==> run_1/m2.png <==
Drawn at 1.5 px/µm. Cells faint in the background.
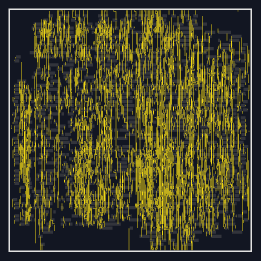
==> run_1/congestion_map.png <==
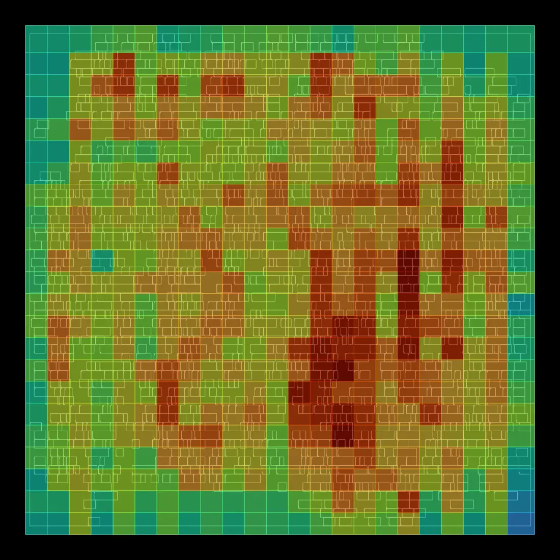
==> run_1/ff_map.png <==
Drawn at 3 px/µm.
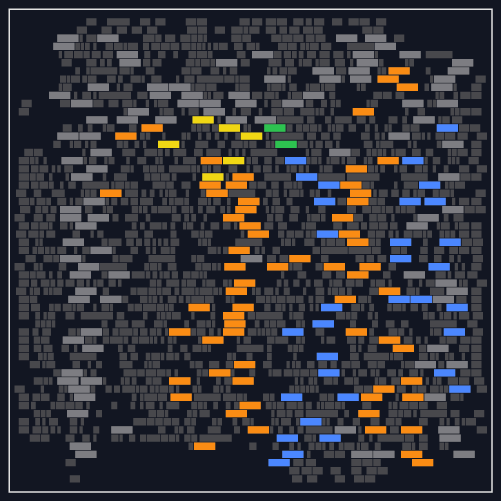
==> config.mk <==
export PLATFORM = sky130hd
export DESIGN_NAME = muldiv_sequencer
export DESIGN_NICKNAME = d
export VERILOG_FILES = /design/src/rtl/muldiv_sequencer.sv
export SDC_FILE = /design/constraint.sdc
export NUM_CORES = 1
export LEC_CHECK = 0
export ABC_AREA = 0
export CORE_UTILIZATION = 48
export CTS_CLUSTER_SIZE = 14
export DETAILED_ROUTE_END_ITERATION = 7
export PLACE_DENSITY = 0.73
export SKIP_CTS_REPAIR_TIMING = 1
export SYNTH_ARGS = -nofsm -noshare
export SYNTH_HDL_FRONTEND = slang
export SYNTH_SLANG_ARGS = --single-unit
==> constraint.sdc <==
create_clock -name Clk -period 8.89 [get_ports Clk]
set_clock_uncertainty 0.05 [all_clocks]
set_input_delay 0.889 -clock Clk [delete_from_list [all_inputs] [get_ports Clk]]
set_output_delay 0.889 -clock Clk [all_outputs]
set_load 0.01 [all_outputs]
==> impl_results.html <==
<p>Metrics extracted from the flow reports.</p>
<table>
<tr><th>Metric</th><th>Value</th></tr>
<tr><th colspan="2">Global routing</th></tr>
<tr><td>Global-route wire length before repair</td><td>56.39 mm</td></tr>
<tr><td>Number of global-route vias before repair</td><td>10634</td></tr>
<tr><td>Overall track demand over capacity in global routing</td><td>26.76%</td></tr>
<tr><td>Leftover overflow at the end of global routing</td><td>0</td></tr>
<tr><td>Number of antenna violations at the first check in global routing</td><td>0</td></tr>
<tr><td>Pin count of the biggest net entering global routing</td><td>98</td></tr>
<tr><th colspan="2">Floorplanning</th></tr>
<tr><td>Pre-Place Util</td><td>49.22%</td></tr>
<tr><td>Standard-cell row count</td><td>57</td></tr>
<tr><td>Core Box Area</td><td>0.02446 mm²</td></tr>
<tr><td>Die height</td><td>160.4 µm</td></tr>
<tr><td>Top-level port count</td><td>170</td></tr>
<tr><td>Total Die Area</td><td>0.02572 mm²</td></tr>
<tr><td>Die W</td><td>160.4 µm</td></tr>
<tr><th colspan="2">Outcome</th></tr>
<tr><td>Status</td><td>complete, no violations</td></tr>
<tr><th colspan="2">Power</th></tr>
<tr><td>Total power draw</td><td>0.002310 W</td></tr>
<tr><td>Net Sw Power</td><td>0.0005566 W</td></tr>
<tr><td>Combinational group share of total power</td><td>12.7%</td></tr>
<tr><td>P_int</td><td>0.001754 W</td></tr>
<tr><td>P per Cell Area</td><td>157.1 mW/mm²</td></tr>
<tr><td>Portion of total power attributed to the clock network</td><td>45.3%</td></tr>
<tr><td>Worst VDD drop</td><td>0.1014 mV</td></tr>
<tr><td>Power attributed to combinational cells</td><td>0.000293 W</td></tr>
<tr><td>Leakage Power</td><td>5.676 nW</td></tr>
<tr><td>Group drawing the most power</td><td>clock</td></tr>
<tr><td>Switching part of the total</td><td>24.09%</td></tr>
<tr><td>Power drawn by the clock network</td><td>0.00105 W</td></tr>
<tr><td>Register share of total power</td><td>42.0%</td></tr>
<tr><th colspan="2">Layout</th></tr>
<tr><td>Finished layout cell area</td><td>0.01470 mm²</td></tr>
<tr><td>Area added between synthesis and finish</td><td>22.11%</td></tr>
<tr><td>Total inserted antenna cells</td><td>0</td></tr>
<tr><td>Final instance count without filler cells</td><td>1954</td></tr>
<tr><td>Top cells excl fill/tap</td><td>204 x nor2_1, 203 x dfxtp_1, 168 x clkdlybuf4s50_1, 125 x nand2_1, 116 x a21oi_1</td></tr>
<tr><td>Most common cell after layout, fill and taps aside</td><td>nor2_1</td></tr>
<tr><td>Proportion of layout cells with a drive suffix above 1</td><td>3.988%</td></tr>
<tr><td>Number of fillers in the final layout</td><td>2273</td></tr>
<tr><td>Flip-flop count of the largest register, all copies and words added</td><td>64</td></tr>
<tr><td>Combinational gate area</td><td>0.007559 mm²</td></tr>
<tr><td>Final-stage net count</td><td>1755</td></tr>
<tr><th colspan="2">Synthesis</th></tr>
<tr><td>Top cells by area</td><td>dfxtp_1 34%, nor2_1 6.4%, xor2_1 4.9%, a21oi_1 4.8%, xnor2_1 4.4%</td></tr>
<tr><td>Area leader share</td><td>33.75%</td></tr>
<tr><td>Post-synth top flop</td><td>dfxtp_1</td></tr>
<tr><td>Post-synth tally of flip-flops with integrated enable</td><td>0</td></tr>
<tr><td>Register bit total from synthesis</td><td>203</td></tr>
<tr><td>Cell variety after synth</td><td>71</td></tr>
<tr><td>Cells in synth_stat.txt</td><td>1511</td></tr>
<tr><td>Async S/R FF share, synth</td><td>0%</td></tr>
<tr><td>Summed instance area of the synthesized netlist</td><td>0.01204 mm²</td></tr>
<tr><td>Mapped Nets</td><td>1651</td></tr>
<tr><td>Yosys warning total</td><td>0</td></tr>
<tr><td>Syn Inst Count</td><td>1511</td></tr>
<tr><td>Post-synthesis cell type with the largest combined area</td><td>dfxtp_1</td></tr>
<tr><td>Share of synthesized area occupied by flip-flops and latches</td><td>33.75%</td></tr>
<tr><td>Average footprint of a synthesized cell</td><td>7.968 µm²</td></tr>
<tr><td>Chip Area, Yosys</td><td>0.01204 mm²</td></tr>
<tr><th colspan="2">Critical path</th></tr>
<tr><td>Buffer and inverter count on the worst path</td><td>1</td></tr>
<tr><td>Maximum single-stage delay on the critical path</td><td>0.91 ns</td></tr>
<tr><td>Top Family by Delay on Critical Path</td><td>AND-OR/OR-AND gates</td></tr>
<tr><td>Number of cells on the worst reg-to-reg path</td><td>11</td></tr>
<tr><td>Cell with the largest stage delay on the worst path</td><td>dfxtp_1</td></tr>
<tr><td>Largest fanout on the critical path</td><td>33</td></tr>
<tr><td>Crit path arrival time</td><td>3.95 ns</td></tr>
<tr><td>Startpoint type of the worst setup path</td><td>register</td></tr>
<tr><td>Crit path DRT</td><td>9.21 ns</td></tr>
<tr><td>Cell chain of the critical path</td><td>and2_1 -&gt; ha_1 -&gt; inv_1 -&gt; fa_1 -&gt; nor2b_1 -&gt; o2111ai_1 -&gt; a2111o_1 -&gt; a211oi_1 -&gt; o22a_1 -&gt; xnor2_1 -&gt; o21ai_0</td></tr>
<tr><td>Class of the most critical setup path</td><td>reg2reg</td></tr>
<tr><td>Worst path depth</td><td>11</td></tr>
<tr><td>Worst Setup End Kind</td><td>register</td></tr>
<tr><td>Setup slack, reg-to-reg</td><td>5.26 ns</td></tr>
<tr><th colspan="2">Route</th></tr>
<tr><td>Violation count after the first detailed-route iteration</td><td>1336</td></tr>
<tr><td>Remaining antenna violation count</td><td>0</td></tr>
<tr><td>Vias/cell</td><td>6.056</td></tr>
<tr><td>DRC violation count after routing</td><td>0</td></tr>
<tr><td>Detailed Routing Iterations Pass 1</td><td>7</td></tr>
<tr><th colspan="2">Clocking</th></tr>
<tr><td>Total CTS buffers</td><td>22</td></tr>
<tr><td>Reg clk slew, reported paths</td><td>0.06 ns</td></tr>
<tr><td>Clock root buffer</td><td>clkbuf_16</td></tr>
<tr><td>CTS tree</td><td>built</td></tr>
<tr><td>H-tree depth reported by CTS</td><td>1</td></tr>
<tr><td>Clk buf depth</td><td>3</td></tr>
<tr><td>Clk sink count</td><td>203</td></tr>
<tr><td>Worst skew pair latency</td><td>0.52 ns</td></tr>
<tr><th colspan="2">Place</th></tr>
<tr><td>Count of port buffers added during placement</td><td>169</td></tr>
<tr><td>Post-place instance area</td><td>0.01387 mm²</td></tr>
<tr><td>Gp weighted congestion</td><td>0.9268</td></tr>
<tr><td>Number of instances in the placed design</td><td>1915</td></tr>
<tr><td>Placement-stage worst setup slack</td><td>4.793 ns</td></tr>
<tr><td>HPWL reported at the end of detailed placement</td><td>25.94 mm</td></tr>
<tr><th colspan="2">STA</th></tr>
<tr><td>Worst slew pin tran</td><td>1.249 ns</td></tr>
<tr><td>Clock period minus final worst setup slack</td><td>3.633 ns</td></tr>
<tr><td>Unrepaired setup endpoints after global routing</td><td>no</td></tr>
<tr><td>Headroom to the max-slew limit</td><td>16.77%</td></tr>
<tr><td>Final Hold Vio Count</td><td>0</td></tr>
<tr><td>Maximum achievable frequency</td><td>0.2753 GHz</td></tr>
<tr><td>Number of pins exceeding their max-slew limit in the final report</td><td>0</td></tr>
<tr><td>Period utilisation layout</td><td>40.86%</td></tr>
<tr><td>Setup slack after layout</td><td>5.257 ns</td></tr>
<tr><td>Sum of negative setup slack</td><td>0 ns</td></tr>
<tr><td>Final setup violation count</td><td>0</td></tr>
<tr><th colspan="2">Min path</th></tr>
<tr><td>Worst hold path stage count</td><td>2</td></tr>
<tr><td>Path category of the worst min-delay check</td><td>reg2reg</td></tr>
<tr><th colspan="2">Flow run</th></tr>
<tr><td>Total number of warnings across the stage logs</td><td>26</td></tr>
<tr><td>Max cap viols</td><td>0</td></tr>
</table>
-- m2.png (at the start) --
share of all routed wire	45%
main direction	vertical
wire length on this layer	16100 µm
met2 capacity usage during global routing: 43.41%
total length of routed wires: 35.72 mm
via count: 11833

-- congestion_map.png (at the start) --
met1 Use GR: 37.12%
GR Layer Usage met3: 3.642%
routed length per placed instance: 18.28 µm
final design utilization: 60.10%
busiest grt layer: met2

-- ff_map.png (at the start) --
signal	colour	flops
state	green	2
count	yellow	6
acc	orange	64
Hi	blue	32
not coloured	99
sequential share of cell area: 27.64%
power dissipated in sequential cells: 0.000971 W
sequential cell area: 0.004064 mm²

run 1: cells by family (layout without fill, tap and decap cells):
group / Yosys count / in the layout / synth area share (%)
AND/OR/NAND/NOR: 544 / 544 / 21.58
AND-OR/OR-AND: 475 / 475 / 27.31
flip-flops: 203 / 203 / 33.75
XOR/XNOR: 127 / 127 / 9.238
buffers and inverters: 120 / 239 / 3.783
adder cells (fa/ha/maj): 37 / 37 / 3.907
multiplexers: 5 / 5 / 0.4261
run 1: through the flow:
stage	util, %	hold slack (ns)
2_1_floorplan	-	0.3817
3_3_place_gp	56.72	0.3938
3_5_place_dp	56.72	0.4008
4_1_cts	60.10	0.4088
5_1_grt	60.10	0.4301
6_report	60.10	0.4059
run 1: routing by layer:
metal | track usage (%) | vias up | wire length [µm] | part of all wire (%)
li1 | - | 5812 | - | -
met1 | 37.12 | 5482 | 16280 | 46
met2 | 43.41 | 489 | 16120 | 45
met3 | 3.642 | 50 | 2528 | 7.1
met4 | 7.229 | 0 | 786 | 2.2
met5 | 0 | - | 0 | 0
run 1: synthesized netlist by cell type (all sizes together), types with 6 or more instances:
cell / count
nand2b: 8
a222oi: 30
xnor2: 60
a21oi: 116
nor3: 32
a21o: 23
nor2: 206
a22oi: 9
a311oi: 7
and2: 37
dfxtp: 203
a211o: 13
o41ai: 14
a211oi: 56
nand3: 30
a31oi: 9
o21ai: 77
o22ai: 12
nor2b: 6
inv: 18
clkbuf: 89
a22o: 33
buf: 11
xor2: 67
nand4: 11
o31ai: 29
nand2: 125
nor4: 23
or3: 26
ha: 36
or4: 15
run 1: area by class of cell:
type | count | area share [%]
inverter | 20 | 0.5106
tap | 324 | 2.757
sequential | 203 | 27.64
clock inverter | 8 | 1.311
timing repair buffer | 180 | 12.05
multi-input combinational | 1188 | 51.41
clock buffer | 31 | 4.323
No activity file was given, so power comes from the tool's default toggle rates.
